File: src/rtl/ripple_count_monitor_if.sv
// Snapshot handshake bundle for ripple_count_monitor.
// master: the monitor (drives valid/data/miss); slave: the snapshot consumer.
interface ripple_count_monitor_if #(
  parameter int unsigned DataW = 8
);
  logic             snap_req;
  logic             snap_valid;
  logic             snap_ready;
  logic [DataW-1:0] snap_data;
  logic             snap_miss;

  modport master (
    input  snap_req,
    input  snap_ready,
    output snap_valid,
    output snap_data,
    output snap_miss
  );

  modport slave (
    output snap_req,
    output snap_ready,
    input  snap_valid,
    input  snap_data,
    input  snap_miss
  );
endinterface

File: src/rtl/ripple_count_monitor.sv
// ripple_count_monitor: samples an asynchronous ripple counter into the clk domain,
// filters glitches, extends the range with a wrap (epoch) counter, flags compare
// matches and hands out snapshots of the extended count over a valid/ready handshake.
// Optional feature: define MON_SAT_EN to make the wrap counter saturate and drive a
// sticky overflow flag; otherwise the wrap counter rolls over and ovf_o is tied low.
module ripple_count_monitor #(
  parameter int unsigned CntW         = 4,
  parameter int unsigned ExtW         = 4,
  parameter int unsigned SyncStages   = 2,
  parameter int unsigned StableCycles = 2
) (
  input  logic                 clk,
  input  logic                 reset,
  input  logic [CntW-1:0]      cnt_in_i,
  input  logic                 sw_clr_i,
  input  logic [CntW+ExtW-1:0] cmp_value_i,
  output logic [CntW+ExtW-1:0] ext_count_o,
  output logic                 wrap_pulse_o,
  output logic                 match_pulse_o,
  output logic                 ovf_o,
  ripple_count_monitor_if.master snap_if
);

  localparam int unsigned TotW = CntW + ExtW;
  localparam int unsigned RunW = $clog2(StableCycles + 1);
  localparam logic [RunW-1:0] RunMax = RunW'(StableCycles);

  // ---------------------------------------------------------------------------
  // Synchronizer: bits are independent, so a plain per-bit flop chain is enough.
  // ---------------------------------------------------------------------------
  logic [SyncStages-1:0][CntW-1:0] sync_q;
  logic [CntW-1:0]                 sync_val;

  // Per-bit synchronizer chain; not affected by sw_clr
  always_ff @(posedge clk or posedge reset) begin
    if (reset) begin
      sync_q <= '0;
    end else begin
      sync_q <= {sync_q[SyncStages-2:0], cnt_in_i};
    end
  end

  assign sync_val = sync_q[SyncStages-1];

  // ---------------------------------------------------------------------------
  // Glitch filter: a value is accepted after StableCycles identical samples.
  // ---------------------------------------------------------------------------
  logic [CntW-1:0] cand_q, cand_d;
  logic [RunW-1:0] run_q, run_d;
  logic [CntW-1:0] stable_q, stable_d;
  logic            update;

  // Candidate/run-length tracking and update decision
  always_comb begin
    cand_d = cand_q;
    run_d  = run_q;
    if (sync_val != cand_q) begin
      cand_d = sync_val;
      run_d  = RunW'(1);
    end else if (run_q != RunMax) begin
      run_d = run_q + 1'b1;
    end
    // Judge against the next candidate so StableCycles=1 accepts on the first sample
    update = (run_d == RunMax) && (cand_d != stable_q);
    if (sw_clr_i) begin
      cand_d = '0;
      run_d  = '0;
      update = 1'b0;
    end
  end

  // ---------------------------------------------------------------------------
  // Wrap counter and compare match.
  // ---------------------------------------------------------------------------
  logic [ExtW-1:0] wrap_cnt_q, wrap_cnt_d;
  logic            wrap_det;
  logic            wrap_pulse_q, wrap_pulse_d;
  logic            match_q, match_d;
`ifdef MON_SAT_EN
  logic            ovf_q, ovf_d;
`endif

  // A drop in the accepted value means the ripple counter rolled over
  always_comb begin
    wrap_det   = update && (cand_d < stable_q);
    wrap_cnt_d = wrap_cnt_q;
    stable_d   = stable_q;
`ifdef MON_SAT_EN
    ovf_d      = ovf_q;
`endif
    if (wrap_det) begin
`ifdef MON_SAT_EN
      if (&wrap_cnt_q) begin
        ovf_d = 1'b1;
      end else begin
        wrap_cnt_d = wrap_cnt_q + 1'b1;
      end
`else
      wrap_cnt_d = wrap_cnt_q + 1'b1;
`endif
    end
    if (update) begin
      stable_d = cand_d;
    end
    // Only an update can fire a match; a moving threshold alone never does
    match_d      = update && ({wrap_cnt_d, stable_d} == cmp_value_i);
    wrap_pulse_d = wrap_det;
    if (sw_clr_i) begin
      wrap_cnt_d   = '0;
      stable_d     = '0;
      match_d      = 1'b0;
      wrap_pulse_d = 1'b0;
`ifdef MON_SAT_EN
      ovf_d        = 1'b0;
`endif
    end
  end

  // Filter, extended count and pulse registers
  always_ff @(posedge clk or posedge reset) begin
    if (reset) begin
      cand_q       <= '0;
      run_q        <= '0;
      stable_q     <= '0;
      wrap_cnt_q   <= '0;
      wrap_pulse_q <= 1'b0;
      match_q      <= 1'b0;
    end else begin
      cand_q       <= cand_d;
      run_q        <= run_d;
      stable_q     <= stable_d;
      wrap_cnt_q   <= wrap_cnt_d;
      wrap_pulse_q <= wrap_pulse_d;
      match_q      <= match_d;
    end
  end

`ifdef MON_SAT_EN
  // Sticky saturation flag
  always_ff @(posedge clk or posedge reset) begin
    if (reset) begin
      ovf_q <= 1'b0;
    end else begin
      ovf_q <= ovf_d;
    end
  end

  assign ovf_o = ovf_q;
`else
  assign ovf_o = 1'b0;
`endif

  assign ext_count_o   = {wrap_cnt_q, stable_q};
  assign wrap_pulse_o  = wrap_pulse_q;
  assign match_pulse_o = match_q;

  // ---------------------------------------------------------------------------
  // Snapshot FSM.
  // ---------------------------------------------------------------------------
  typedef enum logic [0:0] {StIdle, StHold} snap_state_e;

  snap_state_e     state_q, state_d;
  logic            snap_valid;
  logic            capture;
  logic            miss_set;
  logic [TotW-1:0] snap_data_q;
  logic            snap_miss_q;

  // State register
  always_ff @(posedge clk or posedge reset) begin
    if (reset) begin
      state_q <= StIdle;
    end else begin
      state_q <= state_d;
    end
  end

  // Next-state logic; a request accepted together with ready keeps us in HOLD
  always_comb begin
    state_d = state_q;
    unique case (state_q)
      StIdle:  if (snap_if.snap_req) state_d = StHold;
      StHold:  if (snap_if.snap_ready && !snap_if.snap_req) state_d = StIdle;
      default: state_d = StIdle;
    endcase
  end

  // Output decode: capture enable, dropped-request detect and valid
  always_comb begin
    capture  = 1'b0;
    miss_set = 1'b0;
    unique case (state_q)
      StIdle: capture = snap_if.snap_req;
      StHold: begin
        capture  = snap_if.snap_ready && snap_if.snap_req;
        miss_set = !snap_if.snap_ready && snap_if.snap_req;
      end
      default: ;
    endcase
    snap_valid = (state_q == StHold);
  end

  // Snapshot data and sticky miss flag; sw_clr deliberately leaves these alone
  always_ff @(posedge clk or posedge reset) begin
    if (reset) begin
      snap_data_q <= '0;
      snap_miss_q <= 1'b0;
    end else begin
      if (capture) begin
        snap_data_q <= ext_count_o;
      end
      if (miss_set) begin
        snap_miss_q <= 1'b1;
      end
    end
  end

  assign snap_if.snap_valid = snap_valid;
  assign snap_if.snap_data  = snap_data_q;
  assign snap_if.snap_miss  = snap_miss_q;

endmodule
File: src/flat_wrapper.sv
// flat-port wrapper written by rule: the top's interface ports become plain ports
module ripple_count_monitor_flat 
#(
  parameter int unsigned CntW         = 4,
  parameter int unsigned ExtW         = 4,
  parameter int unsigned SyncStages   = 2,
  parameter int unsigned StableCycles = 2
)
  (clk, reset, cnt_in_i, sw_clr_i, cmp_value_i, ext_count_o, wrap_pulse_o, match_pulse_o, ovf_o, snap_if_snap_req, snap_if_snap_ready, snap_if_snap_valid, snap_if_snap_data, snap_if_snap_miss);
  ripple_count_monitor_if snap_if_i ();
  input  logic clk;
  input  logic reset;
  input  logic [CntW-1:0] cnt_in_i;
  input  logic sw_clr_i;
  input  logic [CntW+ExtW-1:0] cmp_value_i;
  output logic [CntW+ExtW-1:0] ext_count_o;
  output logic wrap_pulse_o;
  output logic match_pulse_o;
  output logic ovf_o;
  input wire logic [$bits(snap_if_i.snap_req)-1:0] snap_if_snap_req;
  input wire logic [$bits(snap_if_i.snap_ready)-1:0] snap_if_snap_ready;
  output wire logic [$bits(snap_if_i.snap_valid)-1:0] snap_if_snap_valid;
  output wire logic [$bits(snap_if_i.snap_data)-1:0] snap_if_snap_data;
  output wire logic [$bits(snap_if_i.snap_miss)-1:0] snap_if_snap_miss;
  assign snap_if_i.snap_req = snap_if_snap_req;
  assign snap_if_i.snap_ready = snap_if_snap_ready;
  assign snap_if_snap_valid = snap_if_i.snap_valid;
  assign snap_if_snap_data = snap_if_i.snap_data;
  assign snap_if_snap_miss = snap_if_i.snap_miss;
  ripple_count_monitor #(.CntW(CntW), .ExtW(ExtW), .SyncStages(SyncStages), .StableCycles(StableCycles)) u_core (.clk(clk), .reset(reset), .cnt_in_i(cnt_in_i), .sw_clr_i(sw_clr_i), .cmp_value_i(cmp_value_i), .ext_count_o(ext_count_o), .wrap_pulse_o(wrap_pulse_o), .match_pulse_o(match_pulse_o), .ovf_o(ovf_o), .snap_if(snap_if_i));
endmodule
File: config.mk
export PLATFORM = sky130hd
export DESIGN_NAME = ripple_count_monitor_flat
export DESIGN_NICKNAME = d
export VERILOG_FILES = /design/src/rtl/ripple_count_monitor_if.sv /design/src/rtl/ripple_count_monitor.sv /design/src/flat_wrapper.sv
export SDC_FILE = /design/constraint.sdc
export NUM_CORES = 1
export LEC_CHECK = 0
export CORE_ASPECT_RATIO = 0.5
export CORE_MARGIN = 2
export CORE_UTILIZATION = 49
export DETAILED_ROUTE_END_ITERATION = 12
export MAX_ROUTING_LAYER = met4
export PLACE_DENSITY = 0.82
export SLEW_MARGIN = 40
export SYNTH_ARGS = -nofsm -noshare
export SYNTH_HDL_FRONTEND = slang
export SYNTH_SLANG_ARGS = --single-unit
export TNS_END_PERCENT = 50
File: constraint.sdc
create_clock -name clk -period 2.6 [get_ports clk]
set_clock_uncertainty 0.05 [all_clocks]
set_input_delay 0.65 -clock clk [delete_from_list [all_inputs] [get_ports clk]]
set_output_delay 0.65 -clock clk [all_outputs]
set_load 0.02 [all_outputs]
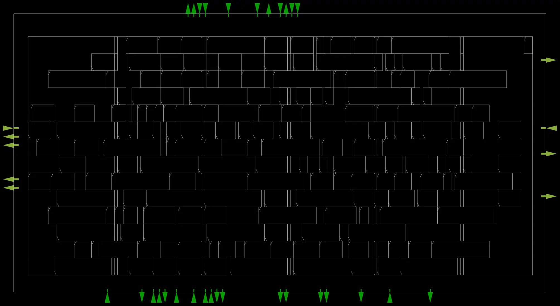
Run 1: cell placement
core area: 3070 µm²
Non-Filler Instances: 226
standard-cell rows: 14
Final Util: 70.2%
fraction of area in registers: 39.5%

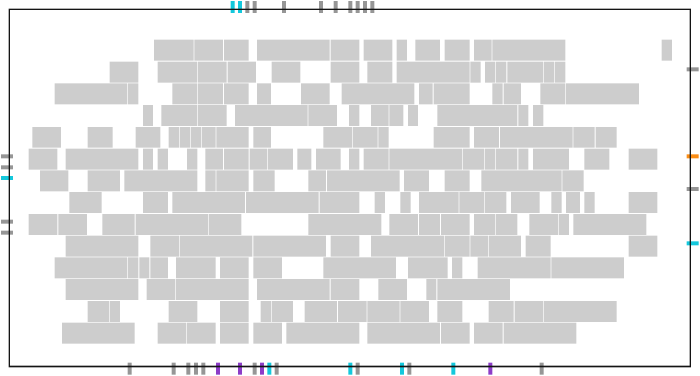
Run 1: pin placement
Scale: 8 px per µm. Pins as bars across the die edge, other pins in gray.
- purple: `cnt_in_i` (pins 4; direction input; edge bottom)
- orange: `sw_clr_i` (pins 1; direction input; edge right)
- cyan: `ext_count_o` (pins 8; direction output; edge 4 bottom, 2 top, 1 right, 1 left)
Die H: 44.5 µm
die width: 84.9 µm

==> impl_metrics.py, run 1 <==
# Metrics from the implementation run
metrics = {
    "outcome": {
        "status": "finished, final reports clean",
    },
    "worst_setup_path": {
        "slowest_delay_ps": 490,
        "r2r_cells": 8,
        "worstSetupPathType": "input pin to flop",
        "critPathTopFamily": "AND-OR/OR-AND gates",
    },
    "die": {
        "io_pins": 38,
    },
    "final_layout": {
        "logic_gates": 90,
        "dominant_cells": "flip-flops and latches",
        "regArea_um2": 851,
        "buf_share_pct": 19.5,
    },
    "power": {
        "seq-power_mw": 0.551,
        "clkPwrFrac_pct": 37.9,
    },
    "sta": {
        "final_max_slew_viol_count": 0,
        "fmax_mhz": 405,
    },
    "placement": {
        "io_buffers": 36,
        "place_ws_ps": -225,
    },
    "cts": {
        "h-tree-depth": 2,
    },
    "synth": {
        "top_area_share_pct": 53.0,
        "topCellsByArea": "dfrtp_1 53%, xnor2_1 5.5%, mux2_2 4.9%, xor2_1 4.4%, nor2_1 3.5%",
        "netlist_top_cells_count": "34 x dfrtp_1, 15 x nor2_1, 10 x inv_1, 10 x xnor2_1, 9 x nand2_1",
    },
    "min_path": {
        "min_to": "u_core.sync_val[3]$_DFF_PP0_",
    },
    "drt": {
        "drc": 0,
    },
}
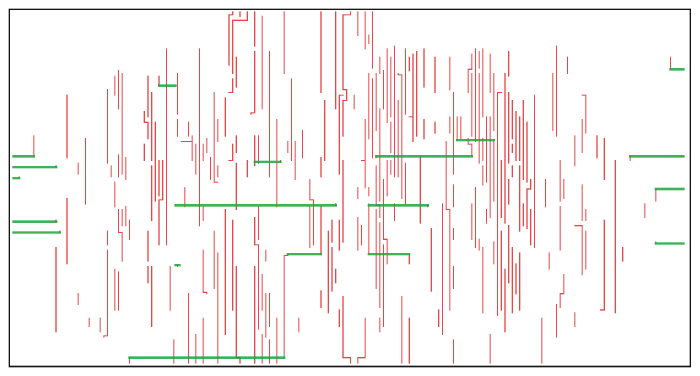
Run 1: routed metal, one color a layer
Scale: 8 px per µm. Two of the layers only.
- red: metal 2 (wire length 1500 µm)
- green: metal 3 (wire length 113 µm)
GR Util All Layers: 19.3%
post-DR wirelength/cell: 14.1 µm
Total Wirelength: 3180 µm
via count: 1140

-- run 1: kinds of logic after synthesis --
group,after synthesis,synth area share [%]
other,1,0.234
adders and majority gates,3,2.34
DFF,34,53.0
AOI/OAI and AO/OA,18,11.1
and+or+nand+nor,38,12.1
xor gates and xnor gates,18,9.82
muxes,12,8.03
buffers and inverters,13,3.35
-- run 1: layer usage --
metal / up-vias / global-route usage, %
met5: - / -
met2: 27 / 30.0
met3: 3 / 4.66
met1: 548 / 25.0
met4: 0 / 6.98
li1: 562 / -
-- run 1: layout by cell type (no fill, tap or decap), types with 2 or more instances in the layout --
cell type,synthesis,final
clkbuf_8,0,6
nand2_1,9,9
mux2_2,7,7
o21bai_1,2,2
xor2_1,8,8
nor2b_1,3,2
nor3_1,3,3
clkdlybuf4s50_1,0,36
inv_1,10,10
o2111ai_1,2,2
mux2i_1,5,5
o21ai_0,2,2
nor2_1,15,15
buf_4,1,8
ha_1,3,3
dfrtp_1,34,34
xnor2_1,10,10
a2111oi_4,2,2
a31oi_1,2,2
nand2b_1,2,2
-- run 1: state kept, by name (all words and copies together), names as in the netlist --
signal,flops
u_core.snap_if.snap_valid,1
u_core.wrap_cnt_q,4
u_core.run_q,2
u_core.stable_q,4
u_core.cand_q,4
u_core.match_pulse_o,1
u_core.sync_q,4
u_core.snap_if.snap_miss,1
u_core.snap_if.snap_data,8
u_core.wrap_pulse_o,1
u_core.sync_val,4
-- run 1: stage by stage --
step | util, % | cell area [µm²]
after floorplan | - | 1610
after global placement | 67.3 | 2060
after detailed placement | 67.3 | 2060
after CTS | 70.2 | 2150
after global routing | 70.2 | 2150
final | 70.2 | 2150
--- run 2 (diff from run 1) ---
--- a/config.mk
+++ b/config.mk
@@ -5,9 +5,10 @@
 export SDC_FILE = /design/constraint.sdc
 export NUM_CORES = 1
 export LEC_CHECK = 0
+export ABC_AREA = 1
 export CORE_ASPECT_RATIO = 0.5
-export CORE_MARGIN = 2
-export CORE_UTILIZATION = 49
+export CORE_MARGIN = 3
+export CORE_UTILIZATION = 50
 export DETAILED_ROUTE_END_ITERATION = 12
 export MAX_ROUTING_LAYER = met4
 export PLACE_DENSITY = 0.82
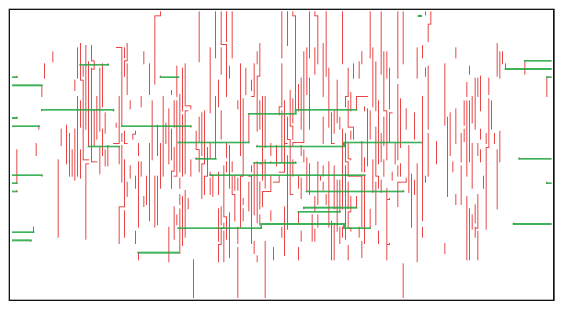
Run 2: routed metal, one color a layer
Scale: 6 px per µm. Two of the layers only.
- green: metal 3 (wire length 250 µm)
- red: metal 2 (wire length 1950 µm)
via count: 1571
Total Wirelength: 4060 µm

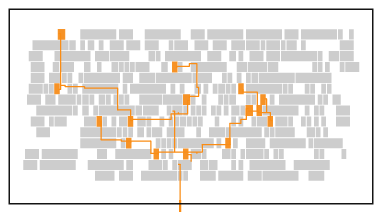
Run 2: nets reached from selected ports
Scale: 4 px per µm.
- orange: `sw_clr_i` (bits 1; direction input; edge bottom; end cells 15; wire 180 µm)
port bufs: 36
io pins: 38

==> run 2 against run 1 <==
Effect of this change: first-iteration DRC count down 17%; critical path depth up 5; wire length up 28%; sequential power about the same; flip-flop count unchanged; clock power down 5%; register-to-register slack better by 90 ps; global-route usage up 1.1 points; highest routed layer unchanged; clock-buffer cell count down 1.
==> impl_metrics.py, run 2 <==
# Metrics from the implementation run
metrics = {
    "outcome": {
        "status": "finished, final reports clean",
    },
    "worst_setup_path": {
        "critPathTopFamily": "simple AND/OR/NAND/NOR gates",
        "r2r_cells": 11,
        "worstSetupPathType": "input pin to flop",
        "path_depth": 14,
        "crit_buf_inv": 3,
        "slowest_delay_ps": 470,
    },
    "final_layout": {
        "fin_cells": 320,
        "finalCoreUtilization_pct": 72.1,
        "lay_top_count": "nand2_1",
        "largest_register_ffs": 8,
        "stdcell_area_um2": 2310,
        "regArea_um2": 851,
        "final_cell_mix": "82 x nand2_1, 36 x clkdlybuf4s50_1, 34 x dfrtp_1",
    },
    "synth": {
        "top_area_share_pct": 47.7,
        "netlist_top_cells_count": "82 x nand2_1, 34 x dfrtp_1, 28 x inv_1, 21 x nor2_1, 9 x nand3_1",
    },
    "power": {
        "maxPowerGroup": "sequential cells",
        "seq-power_mw": 0.552,
    },
    "die": {
        "core.rowCount": 14,
        "core-area_um2": 3210,
        "chipHeight_um": 48.3,
        "die_w_um": 90.5,
    },
    "global_route": {
        "overflow": 0,
        "grtUsageMet2_pct": 33.6,
        "grt-busiest-layer": "met2",
        "met3_usage_pct": 4.93,
        "grt_usage_pct": 20.3,
        "use_met1_pct": 24.5,
    },
    "placement": {
        "place_ws_ps": -48.8,
        "dpl_cell_area_um2": 2230,
        "dpl.hpwl_um": 3040,
    },
    "drt": {
        "drc": 0,
        "avgRoutedWirePerCell_um": 12.7,
    },
    "cts": {
        "h-tree-depth": 2,
    },
    "sta": {
        "final_max_slew_viol_count": 0,
        "fmax_mhz": 423,
        "setup_violations": 0,
        "fin_ws_ps": 234,
    },
}
## run 2: logic make-up after synthesis
group | after synthesis | share of synthesized area [%]
buffers and inverters | 39 | 8.48
AOI/OAI and AO/OA | 19 | 7.36
xor gates and xnor gates | 1 | 0.491
other | 1 | 0.210
adders and majority gates | 3 | 2.10
and+or+nand+nor | 131 | 33.7
DFF | 34 | 47.7
## run 2: area by class of cell
class | instances | share of cell area, %
multi-input combinational | 155 | 33.9
sequential | 34 | 36.8
inverter | 36 | 5.90
clock buffer | 6 | 3.57
tap | 48 | 2.60
timing repair buffer | 41 | 17.2
## run 2: worst min path at each step
| stage | startpoint | endpoint | slack (ps) | cells past startpoint |
|---|---|---|---|---|
| 2_1_floorplan | u_core.sync_q[0]$_DFF_PP0_ | u_core.sync_val[0]$_DFF_PP0_ | 280 | 0 |
| 3_5_place_dp | u_core.sync_q[1]$_DFF_PP0_ | u_core.sync_val[1]$_DFF_PP0_ | 290 | 0 |
| 5_1_grt | u_core.sync_q[0]$_DFF_PP0_ | u_core.sync_val[0]$_DFF_PP0_ | 310 | 0 |
| 3_3_place_gp | u_core.sync_q[3]$_DFF_PP0_ | u_core.sync_val[3]$_DFF_PP0_ | 280 | 0 |
| 6_report | u_core.sync_q[1]$_DFF_PP0_ | u_core.sync_val[1]$_DFF_PP0_ | 300 | 0 |
| 4_1_cts | u_core.sync_q[1]$_DFF_PP0_ | u_core.sync_val[1]$_DFF_PP0_ | 300 | 0 |
## run 2: layer usage
layer	vias up	wire length, µm
met1	733	1810
met2	45	1950
met4	0	50
li1	787	-
met5	-	0
met3	6	250
--- run 3 (diff from run 2) ---
--- a/config.mk
+++ b/config.mk
@@ -8,10 +8,11 @@
 export ABC_AREA = 1
 export CORE_ASPECT_RATIO = 0.5
 export CORE_MARGIN = 3
-export CORE_UTILIZATION = 50
+export CORE_UTILIZATION = 52
+export CTS_BUF_LIST = sky130_fd_sc_hd__clkbuf_2
 export DETAILED_ROUTE_END_ITERATION = 12
 export MAX_ROUTING_LAYER = met4
-export PLACE_DENSITY = 0.82
+export PLACE_DENSITY = 0.84
 export SLEW_MARGIN = 40
 export SYNTH_ARGS = -nofsm -noshare
 export SYNTH_HDL_FRONTEND = slang
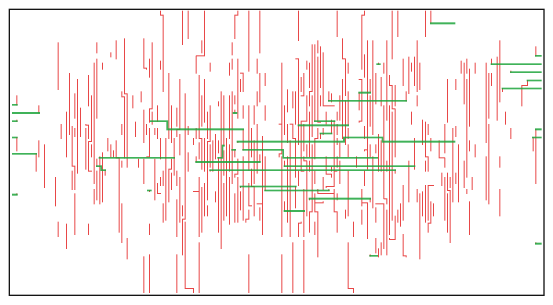
Run 3: routed metal, one color a layer
Scale: 6 px per µm. Two of the layers only.
- red: metal 2 (wire length 1940 µm)
- green: metal 3 (wire length 262 µm)
via count: 1610
Total Wirelength: 4120 µm
GR Util All Layers: 22.5%
post-DR wirelength/cell: 13.1 µm

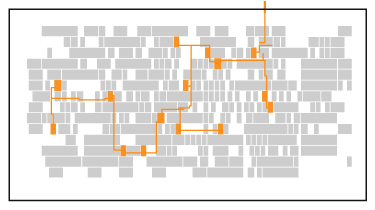
Run 3: nets reached from selected ports
Scale: 4 px per µm.
- orange: `sw_clr_i` (bits 1; direction input; edge top; end cells 15; wire 165 µm)

==> run 3 against run 2 <==
Effect of this change: core utilization is 0.73 points higher; hold slack gained 23 ps; wire length up 1.5%; largest cell class unchanged; power down 3.6%; first-iteration DRC count up 43%; combinational power hardly changed; fmax grew 5.7%; die size decreased by 3.5%; register-to-register slack got worse by 20 ps; critical endpoint unchanged.
==> impl_metrics.py, run 3 <==
# Metrics from the implementation run
metrics = {
    "placement": {
        "dpl.hpwl_um": 3130,
        "dpl_cell_area_um2": 2220,
        "io_buffers": 36,
    },
    "die": {
        "core-area_um2": 3140,
        "die_w_um": 88.9,
        "core.rowCount": 14,
        "io_pins": 38,
    },
    "min_path": {
        "min_to": "u_core.sync_val[2]$_DFF_PP0_",
        "holdPathStages": 0,
        "hp-start": "u_core.sync_q[2]$_DFF_PP0_",
    },
    "sta": {
        "setup_violations": 0,
        "final_max_slew_viol_count": 0,
        "fmax_mhz": 447,
    },
    "synth": {
        "top_area_share_pct": 47.7,
        "topCellsByArea": "dfrtp_1 48%, nand2_1 17%, inv_1 5.9%, nor2_1 4.4%, nand3_1 2.5%",
    },
    "global_route": {
        "overflow": 0,
    },
    "final_layout": {
        "stdcell_area_um2": 2280,
        "lay_top_count": "nand2_1",
    },
    "drt": {
        "drc": 0,
    },
    "outcome": {
        "status": "finished, final reports clean",
    },
}
run 3: cell counts after synthesis:
No cell type changed its count.
run 3: critical path: stages:
cell,delay (ps)
clkdlybuf4s50_1,420
nor2_1,220
ha_1,290
nand2_1,90
o21bai_2,90
a21oi_4,180
nand2_4,110
nand2_2,80
nand2_1,60
nand2_1,60
nand2_1,50
nor2_1,80
nand3_1,80
nor2_1,80
run 3: per-stage QoR:
step / instances / utilization, % / TNS, ps
2_1_floorplan: 228 / - / 0
3_3_place_gp: 306 / 70.8 / 0
3_5_place_dp: 306 / 70.8 / -31.4
4_1_cts: 314 / 72.8 / 0
5_1_grt: 314 / 72.8 / 0
6_report: 314 / 72.8 / 0
run 3: logic make-up after synthesis:
logic type	count (synthesis)	share of synthesized area, %
DFF	34	47.7
xor gates and xnor gates	1	0.491
AOI/OAI and AO/OA	19	7.36
and+or+nand+nor	131	33.7
buffers and inverters	39	8.48
other	1	0.210
adders and majority gates	3	2.10
run 3: final cells by class:
| class | count | area (µm²) | area share, % |
|---|---|---|---|
| clock inverters | 3 | 40.0 | 1.75 |
| clock buffers | 5 | 25.0 | 1.10 |
| inverters | 36 | 136 | 5.97 |
| well taps | 40 | 50.0 | 2.19 |
| repair buffers | 41 | 398 | 17.4 |
| multi-input cells | 155 | 783 | 34.3 |
| flip-flops and latches | 34 | 851 | 37.3 |
run 3: layer usage:
| metal | wire [µm] | vias up | track usage, % |
|---|---|---|---|
| li1 | - | 786 | - |
| met1 | 1850 | 758 | 27.9 |
| met2 | 1940 | 57 | 37.2 |
| met3 | 262 | 9 | 5.15 |
| met4 | 69 | 0 | 8.13 |
| met5 | 0 | - | - |
run 3: report_power, final:
group	internal [mW]	switching [mW]	total, mW
sequential	0.543	0.0105	0.553
combinational	0.0598	0.0844	0.144
clock	0.160	0.185	0.344

## Gallery

Drive-strength map.
panel A
Scale: 6 px per µm.
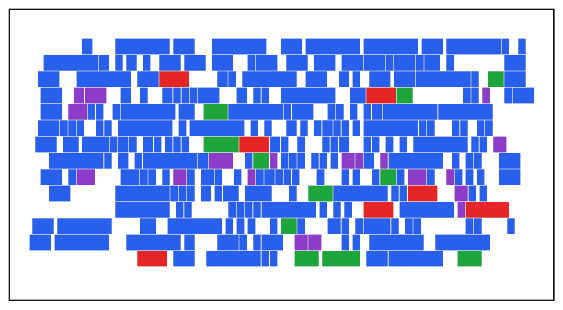
panel B
Scale: 6 px per µm.
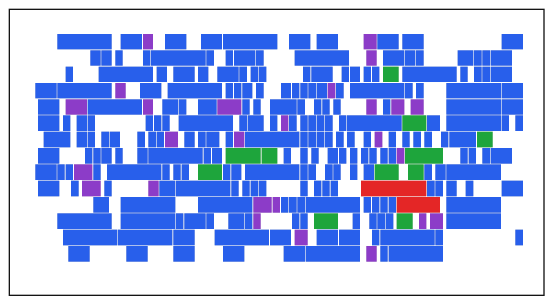
panel C
Scale: 8 px per µm.
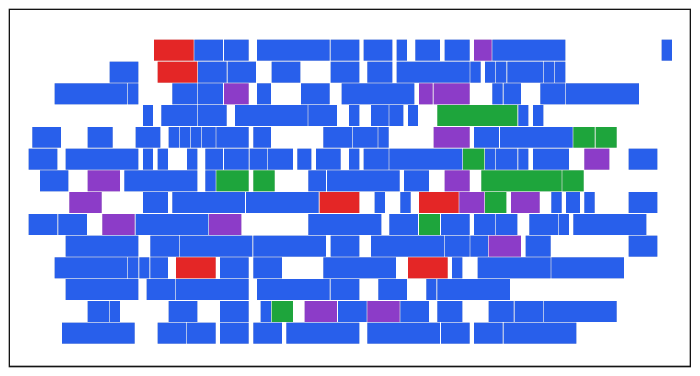
- run 2 = panel A
- run 3 = panel B
- run 1 = panel C
The one with the fewest cells is panel C.

Key to panel B:
- purple: _2 cells (cells 26; share 9.5%)
- blue: _0 and _1 cells (cells 235; share 86%)
- red: _6 and larger (cells 2; share 0.73%)
- green: _3 and _4 cells (cells 11; share 4.0%)

Power is estimated from default activity; no workload was simulated.
